<file path="config.mk">
export PLATFORM = sky130hd
export DESIGN_NAME = imem_boot_loader_flat
export DESIGN_NICKNAME = d
export VERILOG_FILES = /design/src/rtl/imem_boot_loader_if.sv /design/src/rtl/imem_boot_loader.sv /design/src/flat_wrapper.sv
export SDC_FILE = /design/constraint.sdc
export NUM_CORES = 1
export LEC_CHECK = 0
export ABC_AREA = 1
export CAP_MARGIN = 10
export CORE_MARGIN = 2
export CORE_UTILIZATION = 32
export CTS_CLUSTER_SIZE = 14
export DETAILED_ROUTE_END_ITERATION = 10
export GPL_TIMING_DRIVEN = 0
export PLACE_DENSITY = 0.62
export SYNTH_ARGS = -nofsm -noshare
export SYNTH_HDL_FRONTEND = slang
export SYNTH_SLANG_ARGS = --single-unit
</file>
<file path="constraint.sdc">
create_clock -name clk -period 3.05 [get_ports clk]
set_input_delay 0.4575 -clock clk [delete_from_list [all_inputs] [get_ports clk]]
set_output_delay 0.4575 -clock clk [all_outputs]
set_load 0.01 [all_outputs]
</file>
<file path="src/rtl/imem_boot_loader_if.sv">
// imem_boot_loader_if: byte-stream input and instruction-memory write port of the boot loader.
interface imem_boot_loader_if #(parameter int ADDR_WIDTH = 8);
  logic [7:0] in_byte;
  logic in_valid;
  logic in_ready;
  logic imem_we;
  logic [ADDR_WIDTH-1:0] imem_addr;
  logic [31:0] imem_data;
  modport master(output in_byte, in_valid, input in_ready, imem_we, imem_addr, imem_data);
  modport slave(input in_byte, in_valid, output in_ready, imem_we, imem_addr, imem_data);
endinterface

</file>
<file path="src/rtl/imem_boot_loader.sv">
// imem_boot_loader: assembles a length-prefixed byte stream into imem words, holding the CPU in reset until loaded.
module imem_boot_loader #(parameter int ADDR_WIDTH = 8) (
  input  logic clk,
  input  logic rst_n,
  input  logic start_i,
  imem_boot_loader_if.slave bus,
  output logic cpu_reset_o,
  output logic done_o,
  output logic error_o,
  output logic [15:0] word_count_o
);
  typedef enum logic [2:0] {IDLE, LEN_LO, LEN_HI, BYTES, WRITE, DONE, ERR} state_e;
  localparam logic [16:0] MAX_LEN = 17'(2 ** ADDR_WIDTH);
  state_e state_q, state_d;
  logic [15:0] len_q, len_d, wc_q, wc_d;
  logic [ADDR_WIDTH-1:0] idx_q, idx_d, addr_q, addr_d;
  logic [1:0] bcnt_q, bcnt_d;
  logic [31:0] word_q, word_d, data_q, data_d;
  logic ready_q, ready_d, we_q, we_d, cpu_reset_q, cpu_reset_d;
  logic done_q, done_d, error_q, error_d;
  logic xfer, last;
  assign xfer = bus.in_valid & ready_q;
  assign last = (17'(idx_q) + 17'd1) == {1'b0, len_q};
  always_ff @(posedge clk or negedge rst_n)
    if (!rst_n) begin
      state_q <= IDLE;
      len_q <= '0;
      idx_q <= '0;
      bcnt_q <= '0;
      word_q <= '0;
      ready_q <= 1'b0;
      we_q <= 1'b0;
      addr_q <= '0;
      data_q <= '0;
      cpu_reset_q <= 1'b1;
      done_q <= 1'b0;
      error_q <= 1'b0;
      wc_q <= '0;
    end else begin
      state_q <= state_d;
      len_q <= len_d;
      idx_q <= idx_d;
      bcnt_q <= bcnt_d;
      word_q <= word_d;
      ready_q <= ready_d;
      we_q <= we_d;
      addr_q <= addr_d;
      data_q <= data_d;
      cpu_reset_q <= cpu_reset_d;
      done_q <= done_d;
      error_q <= error_d;
      wc_q <= wc_d;
    end
  always_comb begin
    state_d = state_q;
    len_d = len_q;
    idx_d = idx_q;
    bcnt_d = bcnt_q;
    word_d = word_q;
    case (state_q)
      IDLE, DONE, ERR: if (start_i) state_d = LEN_LO;
      LEN_LO: if (xfer) begin
        len_d[7:0] = bus.in_byte;
        state_d = LEN_HI;
      end
      LEN_HI: if (xfer) begin
        len_d[15:8] = bus.in_byte;
        idx_d = '0;
        bcnt_d = '0;
        state_d = (len_d == 16'd0) ? DONE : ({1'b0, len_d} > MAX_LEN) ? ERR : BYTES;
      end
      BYTES: if (xfer) begin
        word_d[{bcnt_q, 3'b000} +: 8] = bus.in_byte;
        bcnt_d = bcnt_q + 2'd1;
        state_d = (bcnt_q == 2'd3) ? WRITE : BYTES;
      end
      WRITE: if (last) state_d = DONE;
      else begin
        idx_d = idx_q + 1'b1;
        bcnt_d = '0;
        state_d = BYTES;
      end
      default: state_d = IDLE;
    endcase
  end
  // Outputs are registered from the next state so they line up with the state they describe.
  always_comb begin
    ready_d = state_d inside {LEN_LO, LEN_HI, BYTES};
    we_d = state_d == WRITE;
    addr_d = we_d ? idx_q : addr_q;
    data_d = we_d ? word_d : data_q;
    cpu_reset_d = state_d != DONE;
    done_d = state_d == DONE;
    error_d = state_d == ERR;
    wc_d = (start_i && state_q inside {IDLE, DONE, ERR}) ? 16'd0 : wc_q + 16'(we_d);
  end
  assign bus.in_ready = ready_q;
  assign bus.imem_we = we_q;
  assign bus.imem_addr = addr_q;
  assign bus.imem_data = data_q;
  assign cpu_reset_o = cpu_reset_q;
  assign done_o = done_q;
  assign error_o = error_q;
  assign word_count_o = wc_q;
endmodule
</file>
<file path="src/flat_wrapper.sv">
// flat-port wrapper written by rule: the top's interface ports become plain ports
module imem_boot_loader_flat 
#(parameter int ADDR_WIDTH = 8)
  (clk, rst_n, start_i, cpu_reset_o, done_o, error_o, word_count_o, bus_in_byte, bus_in_valid, bus_in_ready, bus_imem_we, bus_imem_addr, bus_imem_data);
  imem_boot_loader_if #(.ADDR_WIDTH(ADDR_WIDTH)) bus_i ();
  input  logic clk;
  input  logic rst_n;
  input  logic start_i;
  output logic cpu_reset_o;
  output logic done_o;
  output logic error_o;
  output logic [15:0] word_count_o;
  input wire logic [$bits(bus_i.in_byte)-1:0] bus_in_byte;
  input wire logic [$bits(bus_i.in_valid)-1:0] bus_in_valid;
  output wire logic [$bits(bus_i.in_ready)-1:0] bus_in_ready;
  output wire logic [$bits(bus_i.imem_we)-1:0] bus_imem_we;
  output wire logic [$bits(bus_i.imem_addr)-1:0] bus_imem_addr;
  output wire logic [$bits(bus_i.imem_data)-1:0] bus_imem_data;
  assign bus_i.in_byte = bus_in_byte;
  assign bus_i.in_valid = bus_in_valid;
  assign bus_in_ready = bus_i.in_ready;
  assign bus_imem_we = bus_i.imem_we;
  assign bus_imem_addr = bus_i.imem_addr;
  assign bus_imem_data = bus_i.imem_data;
  imem_boot_loader #(.ADDR_WIDTH(ADDR_WIDTH)) u_core (.clk(clk), .rst_n(rst_n), .start_i(start_i), .bus(bus_i), .cpu_reset_o(cpu_reset_o), .done_o(done_o), .error_o(error_o), .word_count_o(word_count_o));
endmodule
</file>
==> flow_metrics.py, run 1 <==
# Generated from Yosys and OpenROAD reports
metrics = {
    "outcome": {
        "status": "completed",
    },
    "logic_synthesis": {
        "compound_area_share_pct": 10.21,
        "yosysChipArea_um2": 5590,
        "async_flop_share_pct": 100.0,
        "edf_count": 0,
        "netlist_area_um2": 5590,
        "synth_nets": 693,
        "yosys.area.top_type": "dfrtp_1",
        "yosysUniqueCellTypes": 33,
        "syn_area_per_cell_um2": 8.319,
    },
    "sta": {
        "hold-worst-slack_ns": 0.4760,
        "fmax_mhz": 380.2,
        "setup_viol": 0,
        "max_slew_margin_pct": 31.44,
        "grt_setup_unrepaired": "no",
    },
    "setup_path": {
        "reg2reg_slack_ns": 0.42,
        "r2r_end": "u_core.word_count_o[9]",
    },
    "finish": {
        "register_area_um2": 3055,
        "antenna_cells": 0,
        "stdcell_count": 1003,
    },
    "power": {
        "ir_drop_mv": 0.4060,
        "p_per_area_nw_per_um2": 791.8,
        "switching_share_pct": 33.49,
    },
    "worst_hold_path": {
        "holdCritPathClass": "flop to flop",
    },
    "flow_run": {
        "drv_cap": 0,
    },
    "route": {
        "drt_first_pass_iters": 5,
    },
    "grt": {
        "antenna_found_initial": 0,
    },
    "clocking": {
        "insertion_delay_ns": 0.42,
        "cts_root_buffer": "clkbuf_16",
    },
}
[run 1: worst max-delay path, delay by kind of cell, from the launching register on]
| family | cells | cell delay (ns) |
|---|---|---|
| DFF | 1 | 0.40 |
| adders and majority gates | 1 | 0.15 |
| buffers and inverters | 4 | 0.51 |
| and+or+nand+nor | 10 | 1.46 |
[run 1: placed cells by master (no fill, tap or decap), drive strengths merged, types with 2 or more instances in the layout]
cell type      netlist  final
clkbuf              15     36
o22ai                5      5
nor2                56     56
nor3b                6      6
nor3                10     10
a21oi               10     10
nand2              236    236
dfrtp              121    121
o41ai                8      8
clkinvlp             0      6
nor4                 2      2
inv                 58     57
ha                   9      9
clkinv               1      3
buf                  6      9
bufinv               0      3
o21ai               60     60
a31oi                7      7
nand4               15     15
nand3               34     34
clkdlybuf4s50        0     71
o21a                 9      9
[run 1: per-stage QoR]
step | worst slack, ns | utilization [%]
2_1_floorplan | 0.3535 | -
3_3_place_gp | -3.452 | 38.38
3_5_place_dp | -0.7789 | 38.55
4_1_cts | 0.1830 | 42.23
5_1_grt | 0.06147 | 42.29
6_report | 0.4197 | 42.29
[run 1: sequential cells by signal, summed over array words and instances, names as in the netlist]
register	count
u_core.bcnt_q	2
u_core.bus.imem_addr	8
u_core.bus.imem_data	32
u_core.bus.imem_we	1
u_core.bus.in_ready	1
u_core.cpu_reset_o	1
u_core.done_o	1
u_core.error_o	1
u_core.idx_q	8
u_core.len_q	16
u_core.state_q	3
u_core.word_count_o	16
u_core.word_q	32
[run 1: power groups by stage]
stage	logic, mW	clock network [mW]	registers [mW]
4_1_cts	1.56	2.11	2.12
2_1_floorplan	0.977	0	2.14
3_5_place_dp	1.54	0	2.14
3_3_place_gp	1.52	0	2.14
6_report	1.55	2.08	2.12
5_1_grt	1.77	2.19	2.16
[run 1: cell type report]
type                       count  share of cell area, %
sequential                   122                  42.07
clock buffer                  22                  6.529
multi-input combinational    470                  30.68
clock inverter                10                  1.947
inverter                      59                  3.101
tap                          225                  3.876
buffer                        20                  1.240
timing repair buffer          75                  10.56
[run 1: layer usage]
metal | share of wire [%] | vias to the layer above | global-route usage (%)
met1 | 47 | 2202 | 22.64
met2 | 45 | 128 | 24.40
met3 | 6.2 | 20 | 4.400
met4 | 1.8 | 0 | 6.597
met5 | 0 | - | 0
li1 | - | 2389 | -
[run 1: timing repair]
action / 4_1_cts / 5_1_grt
hold buffers: 1 / 0
endpoints found under the setup margin: 10 / 7
gates resized: 1 / 3
setup buffers: 1 / 0
endpoints found under the hold margin: 12 / 0
cloned: 0 / 0
[run 1: worst min path at each step]
stage,startpoint,end,slack (ns),cells after the start
final,u_core.bus.imem_data[30],u_core.bus.imem_data[30],0.48,2
after detailed placement,rst_n,u_core.bus.imem_data[3],0.44,1
after global routing,u_core.bus.imem_data[20],u_core.bus.imem_data[20],0.49,2
after CTS,u_core.len_q[13],u_core.len_q[13],0.48,2
after floorplan,rst_n,u_core.bcnt_q[0],0.16,0
after global placement,u_core.len_q[13],u_core.len_q[13],0.46,2
[run 1: cell families after synthesis]
group | Yosys count
and+or+nand+nor | 360
DFF | 122
AOI/OAI and AO/OA | 100
buffers and inverters | 80
adders and majority gates | 9
xor gates and xnor gates | 1
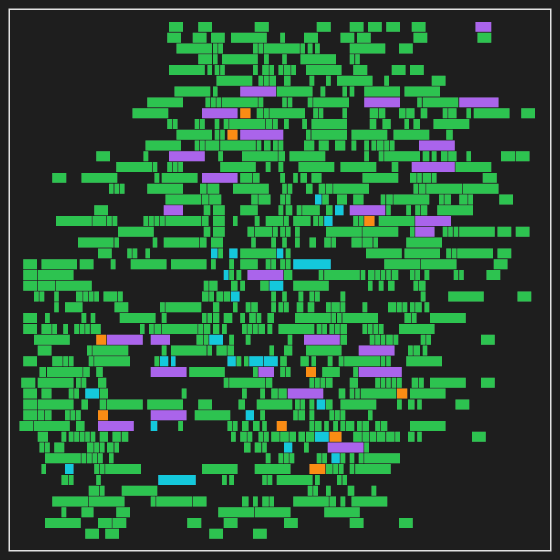
Fig. 1. Drive-strength map (run 1).
| color | size | cells | share |
|---|---|---|---|
| purple | _6 and larger | 26 | 3.3% |
| cyan | _2 cells | 25 | 3.2% |
| green | _0 and _1 cells | 717 | 92% |
| orange | _3 and _4 cells | 10 | 1.3% |
count of plain and timing-repair buffers: 95
Synth-to-Final Area Change: 29.92%
final worst slack: 0.4197 ns
Final Cell Area: 7263 um2

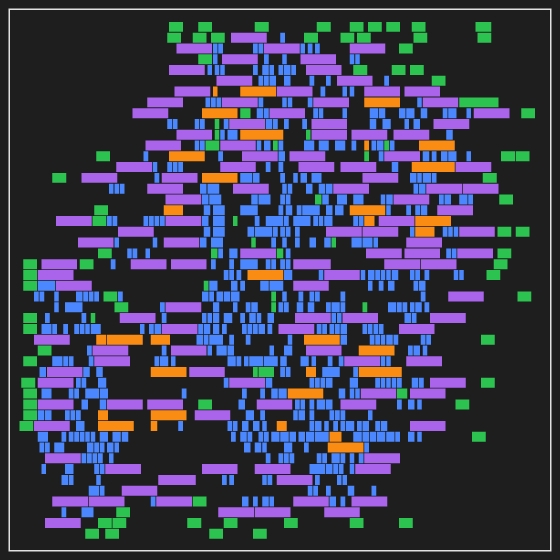
Fig. 2. Placed cells, one color a class (run 1).
| color | class | cells | share of their area |
|---|---|---|---|
| blue | combinational and other logic | 529 | 35% |
| orange | clock drivers and dummy loads | 32 | 8.8% |
| green | other buffers and delay cells | 95 | 12% |
| purple | flops | 122 | 44% |
final core utilization: 42.29%
Seq area share: 42.07%

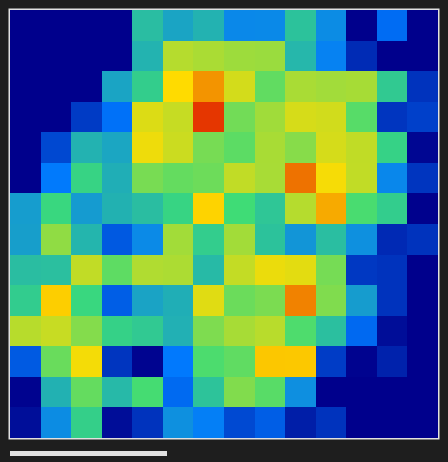
Fig. 3. Local utilization (run 1).
The bar under the picture is 50 um long. The die is cut into 14 by 14 equal tiles; dark blue is low, red is high, 0 to 100% covered.
nearly empty tiles: 18%
fullest tile: 94%
tiles over 75% full: 5.1%
mean over tiles: 38%
floorplan utilization: 32.55%
core box area: 17180 um2

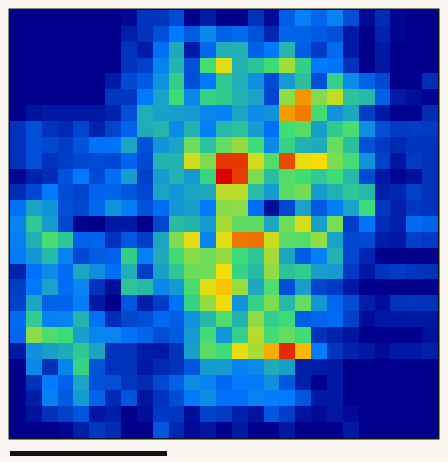
Fig. 4. Wiring heat map (run 1).
The bar under the picture is 50 um long. The die is cut into 27 by 27 equal tiles; dark blue is low, red is high, scaled to the fullest tile. Values are wire area over tile area, all layers added.
fullest tile: 0.53
densest ninth of the die: center
mean over tiles: 0.12
tiles over half the peak: 13%
final WL: 14.31 mm
GRT Total Usage: 16.40%
via count: 4739
Routed wire per std cell: 14.27 um

==> run 1 -> run 2 <==
--- a/config.mk
+++ b/config.mk
@@ -12,6 +12,7 @@
 export CTS_CLUSTER_SIZE = 14
 export DETAILED_ROUTE_END_ITERATION = 10
 export GPL_TIMING_DRIVEN = 0
+export HOLD_SLACK_MARGIN = 0.15
 export PLACE_DENSITY = 0.62
 export SYNTH_ARGS = -nofsm -noshare
 export SYNTH_HDL_FRONTEND = slang
==> run 2 against run 1 <==
  * Die area is the same
  * Area after synthesis is the same
  * Critical endpoint unchanged
  * Synthesized cell count is the same
  * Utilization is the same
  * Clock power is essentially flat
  * Non-clock buffer count is the same
  * Critical path depth is the same
  * Highest routed layer unchanged
  * Via count is the same
  * Register-to-register slack is essentially flat
==> flow_metrics.py, run 2 <==
# Generated from Yosys and OpenROAD reports
metrics = {
    "power": {
        "ir_drop_mv": 0.4060,
        "switching_share_pct": 33.49,
        "p_per_area_nw_per_um2": 791.8,
    },
    "worst_hold_path": {
        "hold_start": "u_core.bus.imem_data[30]",
        "holdCritPathClass": "flop to flop",
    },
    "route": {
        "drt_first_pass_iters": 5,
        "routed_wl_mm": 14.31,
        "routedWlPerCell_um": 14.27,
    },
    "logic_synthesis": {
        "syn_area_per_cell_um2": 8.319,
        "netlist_area_um2": 5590,
        "yosys.area.top_type": "dfrtp_1",
        "async_flop_share_pct": 100.0,
        "yosysUniqueCellTypes": 33,
    },
    "outcome": {
        "status": "completed",
    },
    "grt": {
        "antenna_found_initial": 0,
        "gr-usage-all-layers_pct": 16.40,
    },
    "finish": {
        "area_growth_pct": 29.92,
        "final_area_um2": 7263,
        "lay_top_cells": "232 x nand2_1, 120 x dfrtp_1, 71 x clkdlybuf4s50_1",
    },
    "sta": {
        "fmax_mhz": 380.2,
    },
    "clocking": {
        "insertion_delay_ns": 0.42,
        "cts_root_buffer": "clkbuf_16",
    },
    "floorplan": {
        "core_um2": 17180,
        "initial_core_util_pct": 32.55,
    },
    "setup_path": {
        "reg2reg_slack_ns": 0.42,
        "critPathTopFamily": "simple AND/OR/NAND/NOR gates",
    },
}
[run 2: cell counts after synthesis]
Identical to the previous run, type by type.
[run 2: timing repair]
item                                    CTS  global route
buffers inserted                          1             0
hold buffers                              1             0
endpoints found under the setup margin   10             7
hold endpoints to repair                 47             0
gates resized                             1             3
[run 2: tightest hold or removal path: stages, from the launching register on]
cell     delay [ns]
dfrtp_1        0.34
nand2_1        0.05
nand2_1        0.06
[run 2: layout make-up]
class | count | area [um2]
sequential | 122 | 3055
multi-input combinational | 470 | 2228
buffer | 20 | 90.09
timing repair buffer | 75 | 767.0
clock buffer | 22 | 474.2
fill | 1785 | 9913
inverter | 59 | 225.2
clock inverter | 10 | 141.4
tap | 225 | 281.5
[run 2: worst paths after layout]
check                                           end  cells after the start
min in group asynchronous   u_core.bus.imem_data[3]                      2
max                          u_core.word_count_o[9]                     15
min reg2reg                u_core.bus.imem_data[30]                      2
max reg2reg                  u_core.word_count_o[9]                     15
min                        u_core.bus.imem_data[30]                      2
max in group asynchronous    u_core.word_count_o[6]                      3
[run 2: through the flow]
stage	std cells	utilization, %	hold slack (ns)
after floorplan	672	-	0.1619
after global placement	969	38.38	0.4612
after detailed placement	970	38.55	0.4376
after CTS	1003	42.23	0.4783
after global routing	1003	42.29	0.4928
final	1003	42.29	0.4760
[run 2: kinds of logic after synthesis]
family	synth area share, %
compound gates	10.21
buf+inv	5.640
flops	54.63
fa+ha+maj	2.014
simple gates	27.35
xor+xnor	0.1567
[run 2: power by group through the flow]
| stage | Sequential [mW] | Clock, mW | Combinational [mW] |
|---|---|---|---|
| after floorplan | 2.14 | 0 | 0.977 |
| after global placement | 2.14 | 0 | 1.52 |
| after detailed placement | 2.14 | 0 | 1.54 |
| after CTS | 2.12 | 2.11 | 1.56 |
| after global routing | 2.16 | 2.19 | 1.77 |
| final | 2.12 | 2.08 | 1.55 |
[run 2: layer usage]
| layer | share of wire, % | wire, um | GRT usage [%] |
|---|---|---|---|
| met2 | 45 | 6401 | 24.40 |
| met4 | 1.8 | 264 | 6.597 |
| met1 | 47 | 6760 | 22.64 |
| met3 | 6.2 | 883 | 4.400 |
| met5 | 0 | 0 | 0 |
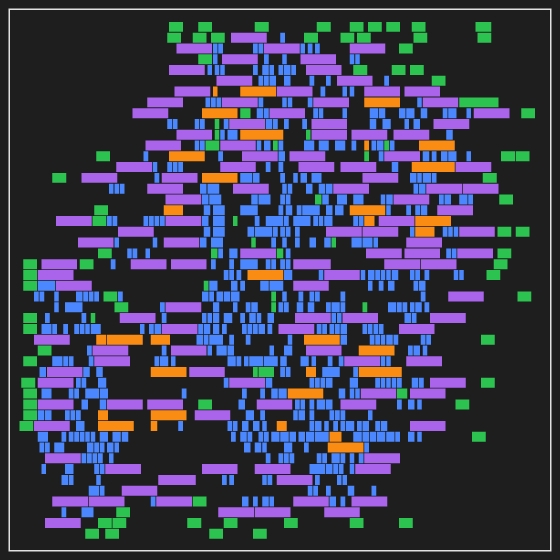
Fig. 5. Placed cells, one color a class (run 2).
| color | class | cells | share of their area |
|---|---|---|---|
| purple | flops | 122 | 44% |
| green | other buffers and delay cells | 95 | 12% |
| orange | clock drivers and dummy loads | 32 | 8.8% |
| blue | combinational and other logic | 529 | 35% |
std cell rows: 48

==> run 2 -> run 3 <==
--- a/config.mk
+++ b/config.mk
@@ -11,7 +11,6 @@
 export CORE_UTILIZATION = 32
 export CTS_CLUSTER_SIZE = 14
 export DETAILED_ROUTE_END_ITERATION = 10
-export GPL_TIMING_DRIVEN = 0
 export HOLD_SLACK_MARGIN = 0.15
 export PLACE_DENSITY = 0.62
 export SYNTH_ARGS = -nofsm -noshare
==> run 3 against run 2 <==
  * Global-route usage down 0.26 points
  * Non-clock buffer count is 2 lower
  * Clock skew grew 0.0016 ns
  * Fmax grew 7.4%
  * Combinational power hardly changed
  * Cell area hardly changed
  * Register-to-register slack better by 0.18 ns
  * Utilization about the same
  * Die area unchanged
  * Sequential power barely moved
  * Via count is 2.2% lower
  * Critical endpoint is now u_core.word_count_o[12]
==> flow_metrics.py, run 3 <==
# Generated from Yosys and OpenROAD reports
metrics = {
    "grt": {
        "antenna_found_initial": 0,
        "gr-usage-all-layers_pct": 16.13,
    },
    "route": {
        "route.met2.wl_mm": 6.199,
        "dr.max_layer_used": "met4",
        "routed_wl_mm": 14.12,
        "wl_met3_um": 654,
        "wl_met1_mm": 7.045,
        "route.detailed.drc": 0,
        "routedWlPerCell_um": 14.12,
        "drt_first_pass_iters": 4,
    },
    "finish": {
        "lay_top_count": "nand2_1",
        "antenna_cells": 0,
        "stdcell_count": 1000,
        "register_area_um2": 3054,
        "lay_top_cells": "233 x nand2_1, 121 x dfrtp_1, 71 x clkdlybuf4s50_1",
        "fillers": 1735,
        "combGateArea_um2": 2221,
    },
    "logic_synthesis": {
        "netlist_area_um2": 5590,
        "yosysUniqueCellTypes": 33,
        "synth_nets": 693,
        "yosys.area.top_type": "dfrtp_1",
        "async_flop_share_pct": 100.0,
        "syn_area_per_cell_um2": 8.319,
        "yosysChipArea_um2": 5590,
    },
    "sta": {
        "fmax_mhz": 408.5,
        "grt_setup_unrepaired": "no",
        "max_slew_margin_pct": 43.70,
        "setup_viol": 0,
    },
    "clocking": {
        "cts_root_buffer": "clkbuf_16",
        "cts.repair.resized": 0,
        "clk_pin_slew_ns": 0.06,
        "insertion_delay_ns": 0.42,
        "post-cts-setup-buffers": 0,
    },
    "worst_hold_path": {
        "worstHoldPathCells": 2,
        "min_to": "u_core.bus.imem_addr[0]",
        "holdCritPathClass": "flop to flop",
    },
    "power": {
        "p_per_area_nw_per_um2": 790.8,
        "ir_drop_mv": 0.4276,
    },
    "setup_path": {
        "crit_type": "flop to flop",
        "r2r_end": "u_core.word_count_o[12]",
        "cp_common_cell": "nand2_1",
        "r2r_cells": 16,
    },
    "floorplan": {
        "core_um2": 17180,
    },
    "placement": {
        "portBuffers": 72,
    },
    "outcome": {
        "status": "completed",
    },
    "flow_run": {
        "drv_cap": 0,
    },
}
## run 3: cell count changes in the layout (fill, tap and decap cells not counted), moves of 2 or more
cell	change
buf_2	-3
buf_4	+18
buf_6	-2
clkbuf_1	-13
clkinv_2	+3
clkinvlp_4	-5
## run 3: power breakdown
part	switching [mW]	total [mW]	internal, mW
sequential	0.177	2.12	1.94
combinational	1.02	1.58	0.566
clock	0.704	2.04	1.34
total	1.90	5.74	3.85
## run 3: metal layers
| layer | up-vias | GRT usage, % |
|---|---|---|
| met2 | 95 | 23.48 |
| li1 | 2386 | - |
| met1 | 2138 | 23.25 |
| met5 | - | 0 |
| met4 | 0 | 5.093 |
| met3 | 18 | 4.400 |
## run 3: per-stage QoR
stage | setup WS [ns] | hold slack (ns) | utilization, % | cell area [um2]
after global routing | 0.2336 | 0.5031 | 42.29 | 7264
after global placement | 0.3560 | 0.4632 | 38.77 | 6659
after floorplan | 0.3535 | 0.1619 | - | 5590
after detailed placement | 0.2625 | 0.4655 | 38.77 | 6659
after CTS | 0.5521 | 0.4828 | 42.29 | 7264
final | 0.6017 | 0.4794 | 42.29 | 7264
## run 3: cells by family after synthesis
kind of cell / share of synthesized area (%)
and+or+nand+nor: 27.35
adders and majority gates: 2.014
AOI/OAI and AO/OA: 10.21
buffers and inverters: 5.640
xor gates and xnor gates: 0.1567
DFF: 54.63
## run 3: layout make-up
| class | instances | area share, % |
|---|---|---|
| clock buffers | 23 | 6.579 |
| clock inverters | 8 | 1.619 |
| multi-input cells | 470 | 30.57 |
| flip-flops and latches | 122 | 42.04 |
| repair buffers | 93 | 12.26 |
| inverters | 59 | 3.049 |
| well taps | 225 | 3.875 |
## run 3: worst max path at each step
stage | slack, ns | to
2_1_floorplan | 0.35 | u_core.word_count_o[13]
3_3_place_gp | 0.36 | u_core.word_count_o[10]
3_5_place_dp | 0.26 | u_core.word_count_o[12]
4_1_cts | 0.55 | u_core.word_count_o[12]
5_1_grt | 0.23 | u_core.word_count_o[12]
6_report | 0.60 | u_core.word_count_o[12]
## run 3: critical path: cells and delay by family (launching register included)
kind                       cells  cell delay (ns)
buffers and inverters          4             0.32
adders and majority gates      2             0.36
DFF                            1             0.43
AOI/OAI and AO/OA              1             0.14
and+or+nand+nor                9             1.11
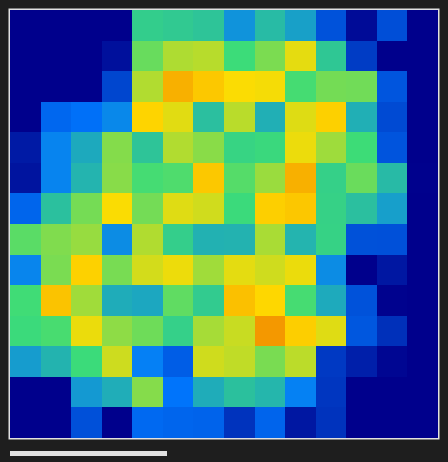
Fig. 6. Local utilization (run 3).
The bar under the picture is 50 um long. The die is cut into 14 by 14 equal tiles; dark blue is low, red is high, 0 to 100% covered.
nearly empty tiles: 19%
mean over tiles: 38%
tiles over 75% full: 7.1%
emptiest ninth of the die: south-east
final core utilization: 42.29%

Power and IR drop assume default switching activity.
